### src/rtl/tl_sensor_cond.sv
// Car-sensor conditioning for a two-street traffic light: synchronise, debounce and count
// arrivals per street. Define TL_SENSOR_HOLD_EN to stretch presence by HOLD_CYC after it drops.
module tl_sensor_cond #(
    parameter int unsigned DEB_CYC  = 4,
    parameter int unsigned HOLD_CYC = 8
) (
    input  logic       clk,
    input  logic       reset_n,
    input  logic       sa_raw,
    input  logic       sb_raw,
    input  logic       cnt_clr,
    output logic       Ta,
    output logic       Tb,
    output logic [7:0] ca_cnt,
    output logic [7:0] cb_cnt
);

    localparam logic [3:0] DEB_MAX = 4'(DEB_CYC - 1);
`ifdef TL_SENSOR_HOLD_EN
    localparam logic [7:0] HOLD_LD = 8'(HOLD_CYC);
`endif

    logic [1:0] raw_s;
    logic [1:0] present_s;
    logic [7:0] cnt_s [2];

    assign raw_s = {sb_raw, sa_raw};

    for (genvar gi = 0; gi < 2; gi++) begin : g_lane
        logic [1:0] sync_q;
        logic       deb_q;
        logic       deb_d;
        logic [3:0] dcnt_q;
        logic [3:0] dcnt_d;
        logic [7:0] cnt_q;
        logic [7:0] cnt_d;
        logic       out_q;
        logic       out_d;
        logic       rise_s;
`ifdef TL_SENSOR_HOLD_EN
        logic [7:0] hcnt_q;
        logic [7:0] hcnt_d;
`endif

        // Debounce, arrival count, optional hold and the registered lane output.
        always_comb begin
            deb_d  = deb_q;
            dcnt_d = 4'd0;
            if (sync_q[1] == deb_q) begin
                dcnt_d = 4'd0;
            end else if (dcnt_q >= DEB_MAX) begin
                deb_d  = ~deb_q;
                dcnt_d = 4'd0;
            end else begin
                dcnt_d = dcnt_q + 4'd1;
            end

            rise_s = ~deb_q & deb_d;

            // Clear dominates a coincident arrival.
            if (cnt_clr) begin
                cnt_d = 8'd0;
            end else if (rise_s && (cnt_q != 8'hFF)) begin
                cnt_d = cnt_q + 8'd1;
            end else begin
                cnt_d = cnt_q;
            end

`ifdef TL_SENSOR_HOLD_EN
            if (deb_q && !deb_d) begin
                hcnt_d = HOLD_LD;
            end else if (rise_s) begin
                hcnt_d = 8'd0;
            end else if (hcnt_q != 8'd0) begin
                hcnt_d = hcnt_q - 8'd1;
            end else begin
                hcnt_d = hcnt_q;
            end
            out_d = deb_d | (hcnt_d != 8'd0);
`else
            out_d = deb_d;
`endif
        end

        // Lane state; the output is its own flop so Ta/Tb never see a gate after the registers.
        always_ff @(posedge clk or negedge reset_n) begin
            if (!reset_n) begin
                sync_q <= 2'b00;
                deb_q  <= 1'b0;
                dcnt_q <= 4'd0;
                cnt_q  <= 8'd0;
                out_q  <= 1'b0;
`ifdef TL_SENSOR_HOLD_EN
                hcnt_q <= 8'd0;
`endif
            end else begin
                sync_q <= {sync_q[0], raw_s[gi]};
                deb_q  <= deb_d;
                dcnt_q <= dcnt_d;
                cnt_q  <= cnt_d;
                out_q  <= out_d;
`ifdef TL_SENSOR_HOLD_EN
                hcnt_q <= hcnt_d;
`endif
            end
        end

        assign present_s[gi] = out_q;
        assign cnt_s[gi]     = cnt_q;
    end

    assign Ta     = present_s[0];
    assign Tb     = present_s[1];
    assign ca_cnt = cnt_s[0];
    assign cb_cnt = cnt_s[1];

endmodule

### config.mk
export PLATFORM = sky130hd
export DESIGN_NAME = tl_sensor_cond
export DESIGN_NICKNAME = d
export VERILOG_FILES = /design/src/rtl/tl_sensor_cond.sv
export SDC_FILE = /design/constraint.sdc
export NUM_CORES = 1
export LEC_CHECK = 0
export CAP_MARGIN = 20
export CORE_ASPECT_RATIO = 1.1
export CORE_UTILIZATION = 55
export CTS_CLUSTER_DIAMETER = 30
export DETAILED_ROUTE_END_ITERATION = 7
export PLACE_DENSITY_LB_ADDON = 0.12
export SLEW_MARGIN = 20
export SYNTH_ARGS = -nofsm -noshare
export SYNTH_HDL_FRONTEND = slang
export SYNTH_SLANG_ARGS = --single-unit
### constraint.sdc
create_clock -name clk -period 3.9 [get_ports clk]
set_clock_uncertainty 0.05 [all_clocks]
set_input_delay 0.78 -clock clk [delete_from_list [all_inputs] [get_ports clk]]
set_output_delay 0.78 -clock clk [all_outputs]
set_load 0.02 [all_outputs]
==> run_1/clock_nets.png <==
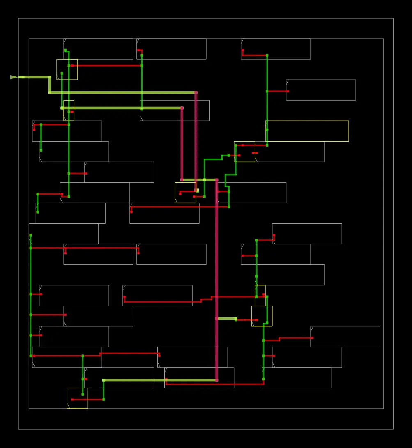
clock buffer count from CTS: 5
clock sink count: 30
clk_lat worst skew: 340 ps
flop count: 30

==> run_1/clock_wires.png <==
Scale bar: 10 um.
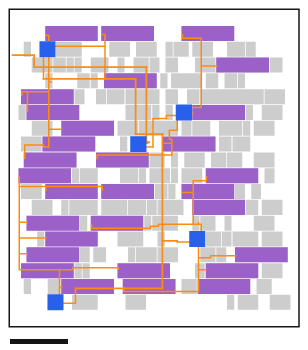
- flip-flops: purple (count 30)
- clock-net drivers: blue (count 5)
- clock wires: orange (length 374 um)
- flops lie: widely spread
- routed clock nets: 6
clock power share: 38.7%
clk pwr: 242 uW

==> summary.txt, run 1 <==
run results: status=finished, final reports clean, worst slew pin tran=718.7 ps, M1 GR Usage=28.73%, Commonest Layout Cell=dfrtp_1, number of hold violations in the final report=0, Power Density=approximately 370 mW/mm^2, Reg-to-Reg End=cb_cnt[5], gp weighted congestion=0.7947, synth warn=0, adder share=under 10%, DIE AREA=approximately 0.0027 mm^2, RR Startpoint=g_lane[1].dcnt_q[0], ys async rst share=100.0%, synthesized area=between 0.001 and 0.0015 mm^2, Logic power comb=52.6 uW, critical path class=reg2out, DR iter-0 viols=18, Global Route met3 Usage=8.611%, HP Start=g_lane[0].sync_q[0], cell area after layout=0.001703 mm^2, Switching Power=roughly 150 uW, Final ANT Viol Nets=0, vias in the first global route=973, cell row count=18, Worst R2R Path Depth=5, Hold Path Stages=0, Reg power frac=52.9%, met2 wire length=about 1.2 mm, Reg clk slew, reported paths=100 ps, Final Max Slew Viols=0, met1 WL=1.166 mm, clk root buf=clkbuf_4, first-pass GRT wire length=4.457 mm, top-count cell post-synth=dfrtp_1, DRC Markers=0
==> run_1/route_heat.png <==
Scale bar: 10 um. The die is cut into 10 by 11 equal tiles; white is low, dark blue is high, scaled to the fullest tile. Values are wire area over tile area, all layers added.
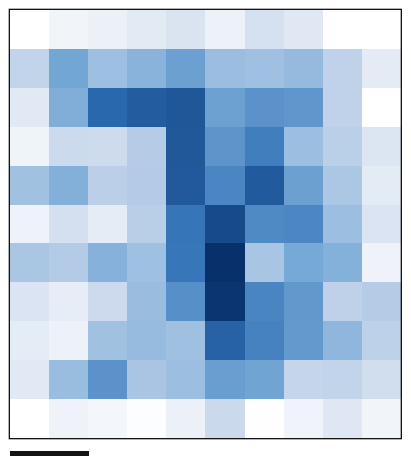
- densest ninth of the die: center
- fullest tile: 0.42
- emptiest ninth of the die: south-west
- nearly empty tiles: 6.4%
vias: 1,016
drt wl/cell: 13.90 um
GRT Total Usage: 23.64%
final WL: 2.571 mm

==> run_1/m3.png <==
Cells faint in the background.
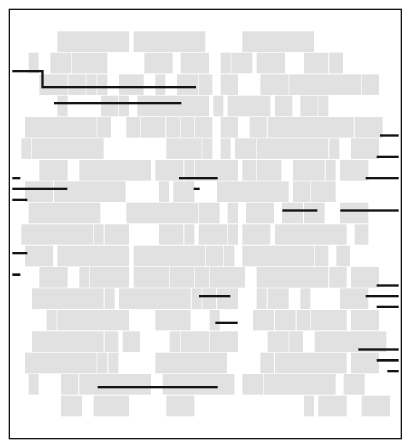

==> run 2, diff against run 1 <==
--- a/config.mk
+++ b/config.mk
@@ -7,7 +7,7 @@
 export LEC_CHECK = 0
 export CAP_MARGIN = 20
 export CORE_ASPECT_RATIO = 1.1
-export CORE_UTILIZATION = 55
+export CORE_UTILIZATION = 51
 export CTS_CLUSTER_DIAMETER = 30
 export DETAILED_ROUTE_END_ITERATION = 7
 export PLACE_DENSITY_LB_ADDON = 0.12
==> constraint.sdc (replaced) <==
create_clock -name clk -period 2.1 [get_ports clk]
set_clock_uncertainty 0.05 [all_clocks]
set_input_delay 0.42 -clock clk [delete_from_list [all_inputs] [get_ports clk]]
set_output_delay 0.42 -clock clk [all_outputs]
set_load 0.02 [all_outputs]
==> run_2/m3.png <==
Cells faint in the background.
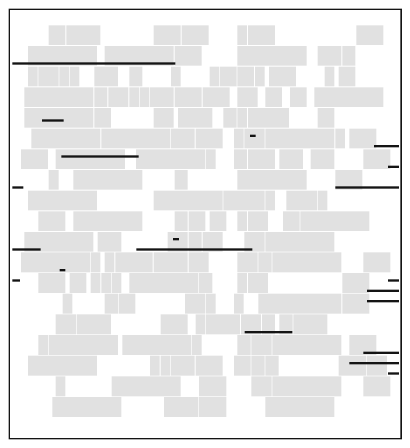
- longest straight run: 21.2 um
- wire length on this layer: 93.4 um
- share of all routed wire: 3.9%
- main direction: horizontal

==> summary.txt, run 2 <==
run results: top-count cell post-synth=dfrtp_1, drt wl/cell=between 10 and 15 um, vias in the first global route=921, Global Route met3 Usage=5.962%, GRT Total Usage=19.16%, final WL=2.394 mm, clock buffer count from CTS=5, Final ANT Viol Nets=0, Final Max Slew Viols=0, Reg power frac=around 54%, M1 GR Usage=22.74%, ys async rst share=100.0%, clk root buf=clkbuf_4, vias=1,041, DIE AREA=0.002898 mm^2, adder share=between 3 and 4%, Worst R2R Path Depth=5, clock power share=38.0%, Hold Path Stages=0, clock sink count=30, Commonest Layout Cell=dfrtp_1, cell area after layout=approximately 0.0017 mm^2, number of hold violations in the final report=0, status=finished, final reports clean, Power Density=667.2 mW/mm^2, synth warn=0, first-pass GRT wire length=3.953 mm, HP Start=g_lane[1].sync_q[0], DR iter-0 viols=19, worst slew pin tran=540.0 ps, critical path class=reg2out
==> run_2/clock_nets.png <==
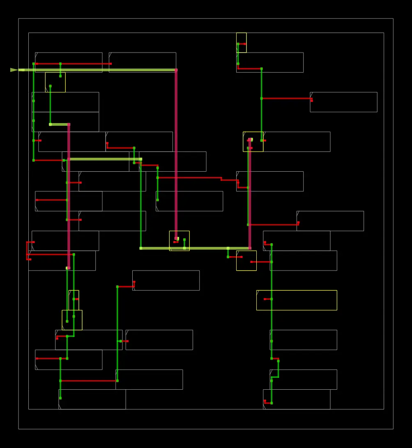
clk pwr: 435 uW
clk_lat worst skew: 330 ps
Layout clock buffers: 7

No activity file was given, so power comes from the tool's default toggle rates.
